--- src/rtl/quiz_score_if.sv ---
// ============================================================================
//  Module      : quiz_score_if
//  Description : Game-view bus for the quiz scoring engine. It carries the
//                view, player and host controls in, and the scores out.
//  Revision    : 1.0  initial release
// ============================================================================
`default_nettype none

interface quiz_score_if;
    logic [2:0] view;
    logic [2:0] player_count;
    logic [3:0] btn;
    logic       host_correct;
    logic       host_wrong;
    logic [6:0] player1_score;
    logic [6:0] player2_score;
    logic [6:0] player3_score;
    logic [6:0] player4_score;
    logic [2:0] responder;
    logic [2:0] winner;
    logic       game_over;

    modport master (
        output view, player_count, btn, host_correct, host_wrong,
        input  player1_score, player2_score, player3_score, player4_score,
        input  responder, winner, game_over
    );

    modport slave (
        input  view, player_count, btn, host_correct, host_wrong,
        output player1_score, player2_score, player3_score, player4_score,
        output responder, winner, game_over
    );
endinterface

`default_nettype wire

--- src/rtl/quiz_score.sv ---
// ============================================================================
//  Module      : quiz_score
//  Description : Quiz scoring engine. Arbitrates buzz-ins, applies verdicts
//                and timeouts, and declares the winner.
//  Revision    : 1.0  initial release
// ============================================================================
`default_nettype none

module quiz_score #(
    parameter int CLK_PER_MS  = 100_000,
    parameter int ANSWER_MS   = 5000,
    parameter int TARGET      = 10,
    parameter int CORRECT_PTS = 2,
    parameter int WRONG_PTS   = 1
) (
    input  wire logic     clk,
    input  wire logic     rst,
    quiz_score_if.slave   bus
);

    localparam int MS_W = (CLK_PER_MS > 1) ? $clog2(CLK_PER_MS) : 1;
    localparam int TO_W = $clog2(ANSWER_MS + 1);
    localparam logic [MS_W-1:0] c_MS_LAST = MS_W'(CLK_PER_MS - 1);
    localparam logic [TO_W-1:0] c_TO_LAST = TO_W'(ANSWER_MS);

    typedef enum logic [1:0] {
        ST_WAIT   = 2'd0,
        ST_LOCKED = 2'd1,
        ST_OVER   = 2'd2
    } state_t;

    state_t          r_state, w_nxt_state;
    logic [6:0]      r_score [4];
    logic [6:0]      w_nxt_score [4];
    logic [2:0]      r_resp, w_nxt_resp;
    logic [2:0]      r_winner, w_nxt_winner;
    logic            r_over, w_nxt_over;
    logic [MS_W-1:0] r_ms_cnt, w_nxt_ms;
    logic [TO_W-1:0] r_to_cnt, w_nxt_to;
    logic [3:0]      r_hist, w_nxt_hist;

    logic [3:0]      w_mask, w_rise;
    logic [2:0]      w_pick;
    logic [1:0]      w_idx;
    logic            w_tick, w_timeout, w_do_correct, w_do_wrong;
    logic [7:0]      w_cur, w_up, w_dn;
    logic [6:0]      w_new_score;

    assign w_mask = {bus.player_count > 3'd3, bus.player_count > 3'd2,
                     bus.player_count > 3'd1, bus.player_count > 3'd0};
    assign w_rise = bus.btn & ~r_hist & w_mask;

    // Lowest-numbered player wins a simultaneous buzz.
    always_comb begin
        w_pick = 3'd0;
        if      (w_rise[0]) w_pick = 3'd1;
        else if (w_rise[1]) w_pick = 3'd2;
        else if (w_rise[2]) w_pick = 3'd3;
        else if (w_rise[3]) w_pick = 3'd4;
    end

    assign w_tick    = (r_ms_cnt == c_MS_LAST);
    assign w_timeout = (r_to_cnt == c_TO_LAST);

    // Conflicting pulses cancel each other and also hold off a timeout.
    assign w_do_correct = bus.host_correct & ~bus.host_wrong;
    assign w_do_wrong   = (bus.host_wrong & ~bus.host_correct) |
                          (w_timeout & ~bus.host_correct & ~bus.host_wrong);

    assign w_idx = 2'(r_resp - 3'd1);
    assign w_cur = {1'b0, r_score[w_idx]};
    assign w_up  = w_cur + 8'(CORRECT_PTS);
    assign w_dn  = (w_cur < 8'(WRONG_PTS)) ? 8'd0 : (w_cur - 8'(WRONG_PTS));

    always_comb begin
        w_new_score = 7'd0;
        if (w_do_correct)
            w_new_score = (w_up > 8'd99) ? 7'd99 : w_up[6:0];
        else
            w_new_score = (w_dn > 8'd99) ? 7'd99 : w_dn[6:0];
    end

    always_comb begin
        w_nxt_state  = r_state;
        w_nxt_score  = r_score;
        w_nxt_resp   = r_resp;
        w_nxt_winner = r_winner;
        w_nxt_over   = r_over;
        w_nxt_ms     = r_ms_cnt;
        w_nxt_to     = r_to_cnt;
        w_nxt_hist   = bus.btn;

        if (bus.view == 3'd1) begin
            w_nxt_ms = w_tick ? '0 : r_ms_cnt + 1'b1;
            case (r_state)
                ST_WAIT: begin
                    if (w_pick != 3'd0) begin
                        w_nxt_resp  = w_pick;
                        w_nxt_state = ST_LOCKED;
                        w_nxt_to    = '0;
                    end
                end
                ST_LOCKED: begin
                    if (w_tick && !w_timeout)
                        w_nxt_to = r_to_cnt + 1'b1;
                    if (w_do_correct || w_do_wrong) begin
                        w_nxt_score[w_idx] = w_new_score;
                        w_nxt_resp         = 3'd0;
                        if ({1'b0, w_new_score} >= 8'(TARGET)) begin
                            w_nxt_state  = ST_OVER;
                            w_nxt_winner = r_resp;
                            w_nxt_over   = 1'b1;
                        end else begin
                            w_nxt_state = ST_WAIT;
                        end
                    end
                end
                default: ;
            endcase
        end
    end

    // Setup view acts as a game reset; win view freezes everything but history.
    always_ff @(posedge clk) begin
        if (rst || bus.view == 3'd0) begin
            r_state  <= ST_WAIT;
            for (int i = 0; i < 4; i++) r_score[i] <= 7'd0;
            r_resp   <= 3'd0;
            r_winner <= 3'd0;
            r_over   <= 1'b0;
            r_ms_cnt <= '0;
            r_to_cnt <= '0;
            r_hist   <= 4'd0;
        end else begin
            r_state  <= w_nxt_state;
            r_score  <= w_nxt_score;
            r_resp   <= w_nxt_resp;
            r_winner <= w_nxt_winner;
            r_over   <= w_nxt_over;
            r_ms_cnt <= w_nxt_ms;
            r_to_cnt <= w_nxt_to;
            r_hist   <= w_nxt_hist;
        end
    end

    assign bus.player1_score = r_score[0];
    assign bus.player2_score = r_score[1];
    assign bus.player3_score = r_score[2];
    assign bus.player4_score = r_score[3];
    assign bus.responder     = r_resp;
    assign bus.winner        = r_winner;
    assign bus.game_over     = r_over;

endmodule

`default_nettype wire
--- src/flat_wrapper.sv ---
// flat-port wrapper written by rule: the top's interface ports become plain ports
module quiz_score_flat 
#(
    parameter int CLK_PER_MS  = 100_000,
    parameter int ANSWER_MS   = 5000,
    parameter int TARGET      = 10,
    parameter int CORRECT_PTS = 2,
    parameter int WRONG_PTS   = 1
)
  (clk, rst, bus_view, bus_player_count, bus_btn, bus_host_correct, bus_host_wrong, bus_player1_score, bus_player2_score, bus_player3_score, bus_player4_score, bus_responder, bus_winner, bus_game_over);
  quiz_score_if bus_i ();
  input  wire logic clk;
  input  wire logic rst;
  input wire logic [$bits(bus_i.view)-1:0] bus_view;
  input wire logic [$bits(bus_i.player_count)-1:0] bus_player_count;
  input wire logic [$bits(bus_i.btn)-1:0] bus_btn;
  input wire logic [$bits(bus_i.host_correct)-1:0] bus_host_correct;
  input wire logic [$bits(bus_i.host_wrong)-1:0] bus_host_wrong;
  output wire logic [$bits(bus_i.player1_score)-1:0] bus_player1_score;
  output wire logic [$bits(bus_i.player2_score)-1:0] bus_player2_score;
  output wire logic [$bits(bus_i.player3_score)-1:0] bus_player3_score;
  output wire logic [$bits(bus_i.player4_score)-1:0] bus_player4_score;
  output wire logic [$bits(bus_i.responder)-1:0] bus_responder;
  output wire logic [$bits(bus_i.winner)-1:0] bus_winner;
  output wire logic [$bits(bus_i.game_over)-1:0] bus_game_over;
  assign bus_i.view = bus_view;
  assign bus_i.player_count = bus_player_count;
  assign bus_i.btn = bus_btn;
  assign bus_i.host_correct = bus_host_correct;
  assign bus_i.host_wrong = bus_host_wrong;
  assign bus_player1_score = bus_i.player1_score;
  assign bus_player2_score = bus_i.player2_score;
  assign bus_player3_score = bus_i.player3_score;
  assign bus_player4_score = bus_i.player4_score;
  assign bus_responder = bus_i.responder;
  assign bus_winner = bus_i.winner;
  assign bus_game_over = bus_i.game_over;
  quiz_score #(.CLK_PER_MS(CLK_PER_MS), .ANSWER_MS(ANSWER_MS), .TARGET(TARGET), .CORRECT_PTS(CORRECT_PTS), .WRONG_PTS(WRONG_PTS)) u_core (.clk(clk), .rst(rst), .bus(bus_i));
endmodule
--- config.mk ---
export PLATFORM = sky130hd
export DESIGN_NAME = quiz_score_flat
export DESIGN_NICKNAME = d
export VERILOG_FILES = /design/src/rtl/quiz_score_if.sv /design/src/rtl/quiz_score.sv /design/src/flat_wrapper.sv
export SDC_FILE = /design/constraint.sdc
export NUM_CORES = 1
export LEC_CHECK = 0
export ABC_AREA = 1
export CAP_MARGIN = 25
export CORE_MARGIN = 2
export CORE_UTILIZATION = 60
export DETAILED_ROUTE_END_ITERATION = 8
export PLACE_DENSITY_LB_ADDON = 0.2
export SYNTH_ARGS = -nofsm -noshare
export SYNTH_HDL_FRONTEND = slang
export SYNTH_SLANG_ARGS = --single-unit
export TNS_END_PERCENT = 1
--- constraint.sdc ---
create_clock -name clk -period 7.2 [get_ports clk]
set_input_delay 1.44 -clock clk [delete_from_list [all_inputs] [get_ports clk]]
set_output_delay 1.44 -clock clk [all_outputs]
set_load 0.02 [all_outputs]
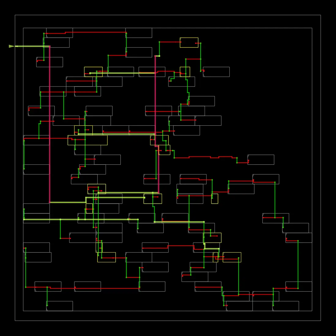
*Clock nets, run 1*
clock latency at the later pin of the worst-skew pair: 0.35 ns
tally of clock buffers in the finished layout: 10
power drawn by the clock network: 311 uW
final clock skew: 0.00851 ns
CTS buffer count: 9

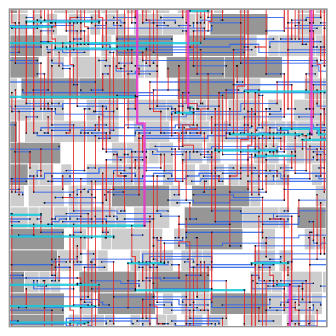
*Zoomed window, run 1*
Region (23, 23) to (63, 63) um. Cells in gray, sequential cells in the stronger gray; small squares are vias.
- cyan: M3
- blue: M1
- magenta: M4
- red: M2
- cells with their middle in the window: 175
- sequential cells in the window: 23
- most frequent: nand2_1 (34), inv_1 (27), dfxtp_1 (23)
- netlist names of flops here include: u_core.bus.player4_score (6), u_core.bus.player3_score (4), u_core.bus.winner (3)

==> results.toml, run 1 <==
# generated from flow reports
[clocking]
ctsResizeCount = 0
tritoncts_num_sinks = 71
cts-hold-fix-buffers = 0
cts_setup_buffers = 0
cts.clk_slew.worst_paths_ns = 0.08
cts_root_buf = "clkbuf_8"
tritoncts = "yes"
cts_max_level = 3
clk_path_buf_depth = 2

[cells_and_area]
antenna_cells_inserted = 0
instances_no_fill = 702
final_cell_area_mm2 = 0.00467
syn_to_final_growth_pct = 18.0
final_stage_net_count = 645
final_core_util = 0.736
post_route_cells_drive_above_1_share = 0.102

[floorplan]
coreArea_mm2 = 0.00635
dieHeight_um = 85.2
chip_area_mm2 = 0.00726
placement_rows = 29
initCoreUtil = 0.623
io_pins = 49
die.size.x_um = 85.2

[grt]
grt_use_met1 = 0.371
grt_most_used_layer = "met2"
grt_first_pass_wirelength_um = 16300
met2_usage = 0.441
first_global_vias = 3634
antenna_violations_before_repair = 0
grt_overflow = 0
grt_util_all_layers = 0.279
grt_max_degree = 35

[setup_path]
slowest_stage_delay_on_critical_path_ns = 0.79
worst_ep_required_time_ns = 7.44
worstPathCellList = "inv_2 > ha_1 > nor2_1 > o21ai_1 > nand2_2 > inv_1 > ha_1 > nand2_1 > nor2_1 > nand3_1 > nand2_2 > nand2_2 > nor2_4 > nor2_8 > nand3_1 > nand2_1 > nand2_1 > nand2_2 > nand2_4 > nand3_1 > nand2_1 > nor2_1"
path_buffers = 2
worst_r2r_startpoint = "u_core.bus.responder[0]$_SDFFE_PP0P_"
cp.arrival_ns = 4.27
r2r_end = "u_core.bus.winner[1]$_SDFFE_PP0P_"
start_kind = "flip-flop"
cpMaxStageDelayCell = "dfxtp_1"
crit_path_max_fanout = 18
reg2reg_slack_ns = 3.18
ff2ff_path_depth = 22
endpoint_kind = "flip-flop"
timing.setup.critical_path_class = "flip-flop to flip-flop"
path_delay_family = "simple AND/OR/NAND/NOR gates"
timing.critical_path.from = "u_core.bus.responder[0]$_SDFFE_PP0P_"
crit_end = "u_core.bus.winner[1]$_SDFFE_PP0P_"
worstSetupPathDepth = 22

[timing]
rsz_0062_raised_after_global_routing = "false"
hold_violations = 0
period_minus_slack_ns = 4.02
slew_headroom = 0.524
hold_ws_ns = 0.468
timing_max_transition_violations_final = 0
finalSetupViolCount = 0
highest_clock_rate_mhz = 248
timing_worst_slew_pin_value_ns = 0.713
fin_tns_setup_ns = 0
setup_slack_of_the_critical_path_after_layout_ns = 3.18
fin_crit_sh = 0.559

[job]
number_of_maximum_capacitance_constraint_violations = 0
tool_warnings = 32

[outcome]
status = "finished, final reports clean"

[synth]
synth.logic.top_family = "simple AND/OR/NAND/NOR gates"
most_common_reg_cell = "dfxtp_1"
ys_async_sr_fraction = 0
edf_count = 0
ys_seq_share = 0.359
ys_sh_aoi = 0.141
yosys.stat.chipArea_mm2 = 0.00396
netlist_top_cells_area = "dfxtp_1 36%, nand2_1 11%, inv_1 8.0%"
post_synthesis_instance_total = 572
top_area_cell = "dfxtp_1"
postSynthNetCount = 597
xor_area_frac = 0.0221
netlist-cell-type-count = 41
ys_flops = 71
top_cell_area_share = 0.359
simple_gate_area_frac = 0.336
ys_warn_count = 0
yosys-stat-cells = 572
synth.area.mux_share = 0
synthesis.area_mm2 = 0.00396
average_size_of_a_mapped_cell_um2 = 6.92

[pwr]
p_comb_frac = 0.149
power.static_leakage_uw = 0.00200
pwr-share-seq = 0.478
internal_cell_power_uw = 597
power_density_relative_to_cell_area_mw_per_mm2 = 179
p_sw_uw = 238
finalPower_uw = 835
power.share.switching = 0.285
vdd_ir_drop_max_v = 0.000149

[min_path]
min-delay-path-class = "flip-flop to flip-flop"
min_from = "u_core.bus.game_over$_SDFFE_PP0P_"
holdPathStages = 2
min_to = "u_core.bus.game_over$_SDFFE_PP0P_"

[placed_design]
gpl.final_weighted_congestion = 0.896
hpwl_um = 7190
numPortBuffers = 48
placedCellCount = 686
placedInstanceArea_mm2 = 0.00448
dp_worst_setup_slack_ns = 2.88

[drt]
firstDrtPassIters = 5
post_route_ant_nets = 0
drc_viols = 0
drt_first_iter_violations = 312
post_drt_via_cell_ratio = 5.47
detail_route.wl_per_cell_um = 13.8
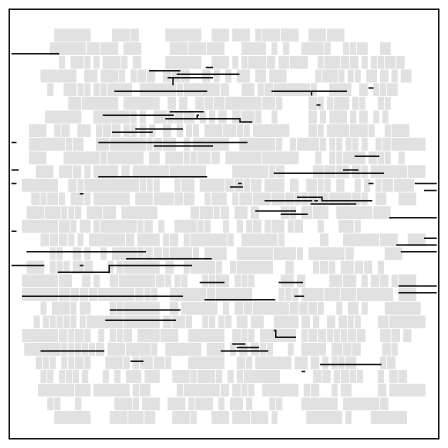
*Signal wires on met3, run 1*
Cells faint in the background.
- share of all routed wire: 5.5%
- wire length on this layer: 527 um
- nets with wire on the layer: 45
- longest straight run: 31.7 um
- main direction: horizontal
count of vias placed by the detailed router: 3841
total wire length: 9670 um
met3 track demand over resource in global routing: 0.0467

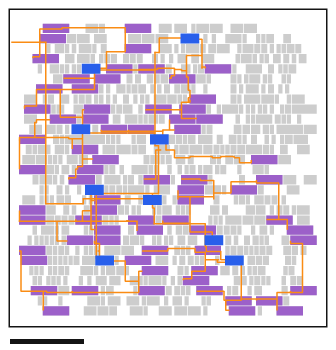
*Routed clock nets over the placement, run 1*
Scale bar: 20 um.
- purple: flip-flops (count 71)
- orange: clock wires (length 910 um)
- blue: clock-net drivers (count 9)
- flops lie: spread over the die
- routed clock nets: 10
clock group share of total power: 0.373

[run 1: sequential cells by signal, indices dropped and copies added, names as in the netlist]
name                      flops
u_core.bus.player2_score      7
u_core.r_hist                 4
u_core.bus.player1_score      7
u_core.bus.player4_score      7
u_core.r_state                2
u_core.bus.winner             3
u_core.bus.game_over          1
u_core.r_to_cnt              13
u_core.bus.player3_score      7
u_core.bus.responder          3
u_core.r_ms_cnt              17
[run 1: placed cells by master (no fill, tap or decap), drive strengths merged, types with 10 or more instances in the layout]
cell type | netlist | routed
a21oi | 33 | 33
clkbuf | 2 | 10
clkdlybuf4s50 | 0 | 48
dfxtp | 71 | 71
ha | 11 | 11
inv | 93 | 93
nand2 | 130 | 130
nand3 | 47 | 47
nor2 | 60 | 60
nor3 | 19 | 19
o211ai | 19 | 19
o21ai | 29 | 29
[run 1: layer usage]
metal  vias to the layer above  wire [um]
met5                         -          0
met4                         0        171
met3                        16        526
met2                       109       4600
met1                      1762       4370
li1                       1954          -
[run 1: cells in the mapped netlist (7+ instances only)]
cell type,count
a21oi_1,33
buf_2,9
dfxtp_1,71
ha_1,11
inv_1,84
inv_2,9
nand2_1,111
nand2_2,17
nand3_1,42
nand4_1,7
nor2_1,56
nor3_1,18
o211ai_1,19
o21ai_0,24
xor2_1,8
[run 1: power groups by stage]
stage	Clock [uW]	Combinational, uW	Sequential [uW]
2_1_floorplan	0	90.9	408
3_3_place_gp	0	120	408
3_5_place_dp	0	122	408
4_1_cts	315	123	399
5_1_grt	333	136	399
6_report	311	125	399
[run 1: layout make-up]
type / count / area, um^2
Clock inverter: 6 / 61.3
Fill cell: 492 / 1680
Clock buffer: 10 / 128
Timing Repair Buffer: 50 / 495
Inverter: 94 / 353
Multi-Input combinational cell: 394 / 2120
Tap cell: 77 / 96.3
Sequential cell: 71 / 1420
## Run 2: what changed since run 1
--- a/config.mk
+++ b/config.mk
@@ -8,7 +8,7 @@
 export ABC_AREA = 1
 export CAP_MARGIN = 25
 export CORE_MARGIN = 2
-export CORE_UTILIZATION = 60
+export CORE_UTILIZATION = 50
 export DETAILED_ROUTE_END_ITERATION = 8
 export PLACE_DENSITY_LB_ADDON = 0.2
 export SYNTH_ARGS = -nofsm -noshare
==> constraint.sdc (replaced) <==
create_clock -name clk -period 3.55 [get_ports clk]
set_input_delay 0.71 -clock clk [delete_from_list [all_inputs] [get_ports clk]]
set_output_delay 0.71 -clock clk [all_outputs]
set_load 0.02 [all_outputs]
==> run 2 against run 1 <==
Against the previous run:
- clock skew is 0.0026 ns higher
- clock-buffer cell count is 2 higher
- routed wire length is 2.8% lower
- setup slack worse by 2.8 ns
- sequential power is 100% higher
- synthesized cell count stayed put
- critical endpoint is now u_core.bus.game_over$_SDFFE_PP0P_
- via count is 0.21% lower
- largest power group unchanged
- hold slack worse by 0.0087 ns
- largest cell class unchanged
- utilization is 11 points lower
- highest routed layer unchanged
==> results.toml, run 2 <==
# generated from flow reports
[setup_path]
r2r_end = "u_core.bus.game_over$_SDFFE_PP0P_"
worstPathCellList = "inv_1 > ha_1 > nor2_1 > o21ai_1 > nand2_2 > inv_1 > ha_1 > nand2_1 > nor2_1 > nand3_1 > nand2_2 > nand2_2 > nor2_4 > nor2_8 > nand3_1 > nand2_1 > nand2_1 > nand2_2 > nand2_4 > nand2_1 > a21oi_1"
start_kind = "flip-flop"
cp.arrival_ns = 3.44
crit_path_max_fanout = 7
path_buffers = 2
path_delay_family = "simple AND/OR/NAND/NOR gates"
ff2ff_path_depth = 21
worst_ep_required_time_ns = 3.81
worstSetupPathDepth = 21
worst_r2r_startpoint = "u_core.bus.responder[1]$_SDFFE_PP0P_"
cpMaxStageDelayCell = "ha_1"
crit_end = "u_core.bus.game_over$_SDFFE_PP0P_"
reg2reg_slack_ns = 0.38
endpoint_kind = "flip-flop"
timing.critical_path.from = "u_core.bus.responder[1]$_SDFFE_PP0P_"
timing.setup.critical_path_class = "flip-flop to flip-flop"
slowest_stage_delay_on_critical_path_ns = 0.49

[synth]
synthesis.area_mm2 = 0.00396
yosys.stat.chipArea_mm2 = 0.00396
top_cell_area_share = 0.359
top_area_cell = "dfxtp_1"
ys_top_cells_by_count = "111 x nand2_1, 84 x inv_1, 71 x dfxtp_1"
ys_async_sr_fraction = 0
synthMostInstantiatedCell = "nand2_1"
post_synthesis_instance_total = 572
ys_seq_share = 0.359
netlist_top_cells_area = "dfxtp_1 36%, nand2_1 11%, inv_1 8.0%"
most_common_reg_cell = "dfxtp_1"
average_size_of_a_mapped_cell_um2 = 6.92
ys_warn_count = 0
netlist-cell-type-count = 41
yosys-stat-cells = 572
postSynthNetCount = 597
ys_flops = 71
edf_count = 0

[timing]
hold_ws_ns = 0.459
hold_violations = 0
rsz_0062_raised_after_global_routing = "false"
highest_clock_rate_mhz = 315
slew_headroom = 0.639
finalSetupViolCount = 0
timing_worst_slew_pin_value_ns = 0.538
timing_max_transition_violations_final = 0
period_minus_slack_ns = 3.17
fin_crit_sh = 0.894
fin_tns_setup_ns = 0

[clocking]
cts-hold-fix-buffers = 0
clk_path_buf_depth = 2
cts_root_buf = "clkbuf_8"
tritoncts = "yes"
cts_max_level = 3
ctsResizeCount = 0
cts_buffers = 9
clock_latency_ns = 0.35
cts_setup_buffers = 0
tritoncts_num_sinks = 71
cts.clk_slew.worst_paths_ns = 0.07

[floorplan]
chip_area_mm2 = 0.00864
placement_rows = 32
io_pins = 49
dieHeight_um = 93.0
initCoreUtil = 0.515
die.size.x_um = 93.0
coreArea_mm2 = 0.00769

[job]
tool_warnings = 32
number_of_maximum_capacitance_constraint_violations = 0

[min_path]
min_from = "u_core.bus.game_over$_SDFFE_PP0P_"
holdPathStages = 2
min_to = "u_core.bus.game_over$_SDFFE_PP0P_"
min-delay-path-class = "flip-flop to flip-flop"

[cells_and_area]
final-seq-area_mm2 = 0.00142
largest-register = "u_core.r_ms_cnt"
fill_count = 724
multi_input_comb_area_mm2 = 0.00212
reg_top3 = "u_core.r_ms_cnt x17, u_core.r_to_cnt x13"
post_route_cells_drive_above_1_share = 0.108
final_common_cell = "nand2_1"
antenna_cells_inserted = 0
syn_to_final_growth_pct = 20.6
number_of_flip_flops_in_the_largest_register = 17
final_stage_net_count = 650
final_core_util = 0.621
mostFrequentLayoutCells = "111 x nand2_1, 84 x inv_1, 71 x dfxtp_1"

[grt]
grt_max_degree = 34
first_global_vias = 3686
grt_overflow = 0
antenna_violations_before_repair = 0
grt_first_pass_wirelength_um = 16400

[drt]
drc_viols = 0
firstDrtPassIters = 4
post_route_ant_nets = 0
drt_first_iter_violations = 133
post_drt_via_cell_ratio = 5.24

[pwr]
power.static_leakage_uw = 0.00203
vdd_ir_drop_max_v = 0.000288
finalPower_uw = 1790
power_density_relative_to_cell_area_mw_per_mm2 = 374

[placed_design]
gpl.final_weighted_congestion = 0.867
numPortBuffers = 48
hpwl_um = 6930

[outcome]
status = "finished, final reports clean"
## run 2: where the power goes
group          switching, uW  leakage, uW  internal, uW  total [uW]
Clock                    307     0.000107           418         725
Sequential              4.44     0.000573           803         807
Combinational            166      0.00135          87.7         254
Total                    478      0.00203          1310        1790
## run 2: routing by layer
| layer | wire length [um] | global-route usage | up-vias | part of all wire |
|---|---|---|---|---|
| met2 | 4430 | 0.398 | 102 | 0.47 |
| met4 | 209 | 0.0956 | 0 | 0.022 |
| li1 | - | - | 1968 | - |
| met1 | 4210 | 0.295 | 1747 | 0.45 |
| met3 | 549 | 0.0423 | 16 | 0.058 |
| met5 | 0 | 0 | - | 0 |
## run 2: cell type report
type | instances | share of cell area
Sequential cell | 71 | 0.298
Tap cell | 102 | 0.0267
Timing Repair Buffer | 55 | 0.112
Multi-Input combinational cell | 394 | 0.443
Clock buffer | 12 | 0.0304
Inverter | 94 | 0.0739
Clock inverter | 4 | 0.0160
## run 2: stage by stage
stage	area [um^2]	worst slack [ns]	instances
after floorplan	3960	0.432	572
after CTS	4770	0.367	732
after detailed placement	4550	0.291	716
after global placement	4550	0.388	716
after global routing	4770	0.0428	732
final	4770	0.377	732
## run 2: logic make-up (layout without fill, tap and decap cells)
family,Yosys count,in the layout,share of synthesized area
AND-OR/OR-AND,94,94,0.141
adder cells (fa/ha/maj),11,11,0.0348
XOR/XNOR,10,10,0.0221
buffers and inverters,107,165,0.107
AND/OR/NAND/NOR,279,279,0.336
flip-flops,71,71,0.359
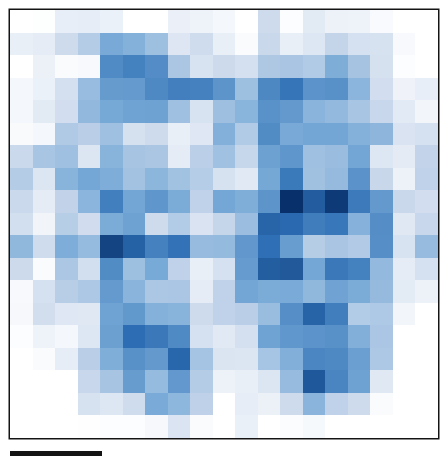
*Wire density map, run 2*
Scale bar: 20 um. 19 x 19 tiles, from white (low) to dark blue (high), scaled to the fullest tile. Values are wire area over tile area, all layers added.
- fullest tile: 0.56
- tiles over half the peak: 24%
- emptiest ninth of the die: south-west
- nearly empty tiles: 12%
- mean over tiles: 0.18
count of vias placed by the detailed router: 3833
total wire length: 9400 um
routed wire length per instance: 12.8 um
all-layer global routing usage: 0.235

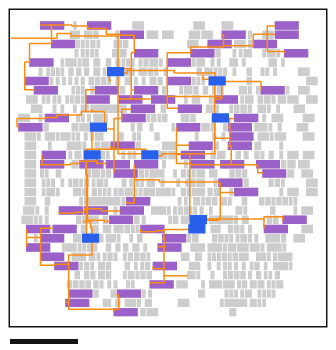
*Routed clock nets over the placement, run 2*
Scale bar: 20 um.
- orange: clock wires (length 899 um)
- purple: flip-flops (count 71)
- blue: clock-net drivers (count 9)
- flops lie: spread over the die
power drawn by the clock network: 725 uW
final clock skew: 0.0111 ns
clock group share of total power: 0.406

## Run 3: what changed since run 2
--- a/config.mk
+++ b/config.mk
@@ -6,7 +6,7 @@
 export NUM_CORES = 1
 export LEC_CHECK = 0
 export ABC_AREA = 1
-export CAP_MARGIN = 25
+export CAP_MARGIN = 20
 export CORE_MARGIN = 2
 export CORE_UTILIZATION = 50
 export DETAILED_ROUTE_END_ITERATION = 8
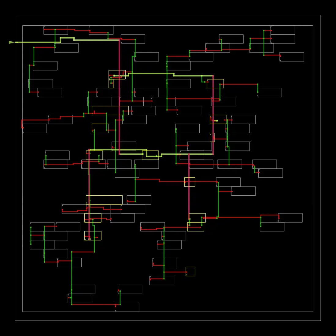
*Clock nets, run 3*
Flops: 71
tally of clock buffers in the finished layout: 12

==> run 3 against run 2 <==
Against the previous run:
- sequential cell count unchanged
- sequential share of layout area unchanged
- sequential power about the same
- synthesized cell count unchanged
- global-route usage unchanged
- clock-buffer cell count unchanged
- hold slack unchanged
- largest cell class unchanged
- largest power group unchanged
- highest routed layer unchanged
==> results.toml, run 3 <==
# generated from flow reports
[outcome]
status = "finished, final reports clean"

[synth]
top_area_cell = "dfxtp_1"
edf_count = 0
synthMostInstantiatedCell = "nand2_1"
post_synthesis_instance_total = 572
ys_seq_share = 0.359
ys_top_cells_by_count = "111 x nand2_1, 84 x inv_1, 71 x dfxtp_1"
netlist-cell-type-count = 41
average_size_of_a_mapped_cell_um2 = 6.92
most_common_reg_cell = "dfxtp_1"
synthesis.area_mm2 = 0.00396
netlist_top_cells_area = "dfxtp_1 36%, nand2_1 11%, inv_1 8.0%"
yosys.stat.chipArea_mm2 = 0.00396
yosys-stat-cells = 572
postSynthNetCount = 597
ys_flops = 71
ys_warn_count = 0
top_cell_area_share = 0.359
ys_async_sr_fraction = 0

[grt]
first_global_vias = 3686
grt_max_degree = 34
grt_util_all_layers = 0.235
grt_overflow = 0
antenna_violations_before_repair = 0
grt_first_pass_wirelength_um = 16400

[drt]
post_drt_via_cell_ratio = 5.24
drc_viols = 0
detail_route.wl_per_cell_um = 12.8
firstDrtPassIters = 4
wirelength_um = 9400
drt_first_iter_violations = 133
post_route_ant_nets = 0
detailroute.via_count = 3833

[clocking]
cts-hold-fix-buffers = 0
clock_latency_ns = 0.35
tritoncts = "yes"
tritoncts_num_sinks = 71
cts.clk_slew.worst_paths_ns = 0.07
cts_buffers = 9
ctsResizeCount = 0
clk_path_buf_depth = 2
cts_max_level = 3
cts_root_buf = "clkbuf_8"
cts_setup_buffers = 0

[cells_and_area]
nMultiInputCombCells = 394
fraction_of_area_in_registers = 0.298
instances_no_fill = 732
fill_count = 724
mostFrequentLayoutCells = "111 x nand2_1, 84 x inv_1, 71 x dfxtp_1"
layout.area.top_class = "combinational gates"
final_common_cell = "nand2_1"
largest-register = "u_core.r_ms_cnt"
final-seq-area_mm2 = 0.00142
final-clk-cell-share = 0.0464
syn_to_final_growth_pct = 20.6
num-nonclk-inverters = 94
post_route_cells_drive_above_1_share = 0.108
final_core_util = 0.621
multi_input_comb_area_mm2 = 0.00212
combAreaFraction = 0.443
num-nonclk-buffers = 55
signal_buffer_area_fraction = 0.112
number_of_flip_flops_in_the_largest_register = 17
reg_top3 = "u_core.r_ms_cnt x17, u_core.r_to_cnt x13"
antenna_cells_inserted = 0
final_stage_net_count = 650

[setup_path]
crit_path_max_fanout = 7
worst_ep_required_time_ns = 3.81
start_kind = "flip-flop"
reg2reg_slack_ns = 0.38
cpMaxStageDelayCell = "ha_1"
slowest_stage_delay_on_critical_path_ns = 0.49
timing.setup.critical_path_class = "flip-flop to flip-flop"
cp.arrival_ns = 3.44
endpoint_kind = "flip-flop"
path_buffers = 2
path_delay_family = "simple AND/OR/NAND/NOR gates"
worstPathCellList = "inv_1 > ha_1 > nor2_1 > o21ai_1 > nand2_2 > inv_1 > ha_1 > nand2_1 > nor2_1 > nand3_1 > nand2_2 > nand2_2 > nor2_4 > nor2_8 > nand3_1 > nand2_1 > nand2_1 > nand2_2 > nand2_4 > nand2_1 > a21oi_1"

[timing]
finalSetupViolCount = 0
rsz_0062_raised_after_global_routing = "false"
fin_crit_sh = 0.894
slew_headroom = 0.639
timing_worst_slew_pin_value_ns = 0.538
period_minus_slack_ns = 3.17
timing_max_transition_violations_final = 0
highest_clock_rate_mhz = 315
clock-skew-final_ns = 0.0111
hold_violations = 0
fin_tns_setup_ns = 0

[pwr]
finalPower_uw = 1790
power_density_relative_to_cell_area_mw_per_mm2 = 374
power.static_leakage_uw = 0.00203
vdd_ir_drop_max_v = 0.000288

[floorplan]
placement_rows = 32
coreArea_mm2 = 0.00769
dieHeight_um = 93.0
io_pins = 49
initCoreUtil = 0.515
die.size.x_um = 93.0
chip_area_mm2 = 0.00864
n_tap_cell = 102

[job]
tool_warnings = 32
number_of_maximum_capacitance_constraint_violations = 0

[placed_design]
hpwl_um = 6930
gpl.final_weighted_congestion = 0.867
numPortBuffers = 48
placedCellCount = 716

[min_path]
min-delay-path-class = "flip-flop to flip-flop"
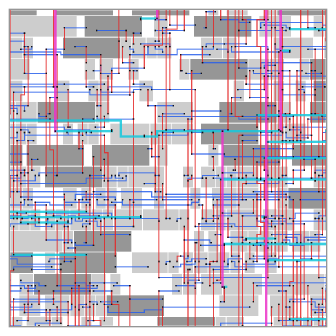
*Zoomed window, run 3*
Region (26, 26) to (66, 66) um. Cells in gray, sequential cells in the stronger gray; small squares are vias.
- cyan: M3
- blue: M1
- red: M2
- magenta: M4
- sequential cells in the window: 17
- cells with their middle in the window: 137
- netlist names of flops here include: u_core.bus.player1_score (4), u_core.bus.responder (3), u_core.bus.player4_score (2)
- most frequent: nand2_1 (24), inv_1 (21), dfxtp_1 (17)

[run 3: cell counts in the layout (fill, tap and decap cells not counted)]
No cell type changed its count.
[run 3: cells by family (layout without fill, tap and decap cells)]
kind of cell / Yosys count / count (layout) / synth area share
adders and majority gates: 11 / 11 / 0.0348
buffers and inverters: 107 / 165 / 0.107
DFF: 71 / 71 / 0.359
xor gates and xnor gates: 10 / 10 / 0.0221
AOI/OAI and AO/OA: 94 / 94 / 0.141
and+or+nand+nor: 279 / 279 / 0.336
[run 3: metrics by stage]
step                worst slack, ns  hold WS, ns  area [um^2]
floorplan                     0.432        0.426         3960
global placement              0.388        0.440         4550
detailed placement            0.291        0.450         4550
CTS                           0.367        0.463         4770
global route                 0.0428        0.483         4770
finish                        0.377        0.459         4770
[run 3: where the power goes]
group          internal [uW]  switching [uW]
combinational           87.7             166
sequential               803            4.44
clock                    418             307
total                   1310             478
[run 3: layer usage]
| metal | part of all wire | up-vias | track usage |
|---|---|---|---|
| li1 | - | 1968 | - |
| met1 | 0.45 | 1747 | 0.295 |
| met3 | 0.058 | 16 | 0.0423 |
| met5 | 0 | - | 0 |
| met2 | 0.47 | 102 | 0.398 |
| met4 | 0.022 | 0 | 0.0956 |
[run 3: worst paths after layout]
| path | start | to | depth (start not counted) |
|---|---|---|---|
| worst min-delay path | u_core.bus.game_over$_SDFFE_PP0P_ | u_core.bus.game_over$_SDFFE_PP0P_ | 2 |
| worst min register to register | u_core.bus.game_over$_SDFFE_PP0P_ | u_core.bus.game_over$_SDFFE_PP0P_ | 2 |
| worst max register to register | u_core.bus.responder[1]$_SDFFE_PP0P_ | u_core.bus.game_over$_SDFFE_PP0P_ | 21 |
| worst max-delay path | u_core.bus.responder[1]$_SDFFE_PP0P_ | u_core.bus.game_over$_SDFFE_PP0P_ | 21 |
Power figures rest on the tool's default switching activity, not on a simulated workload.
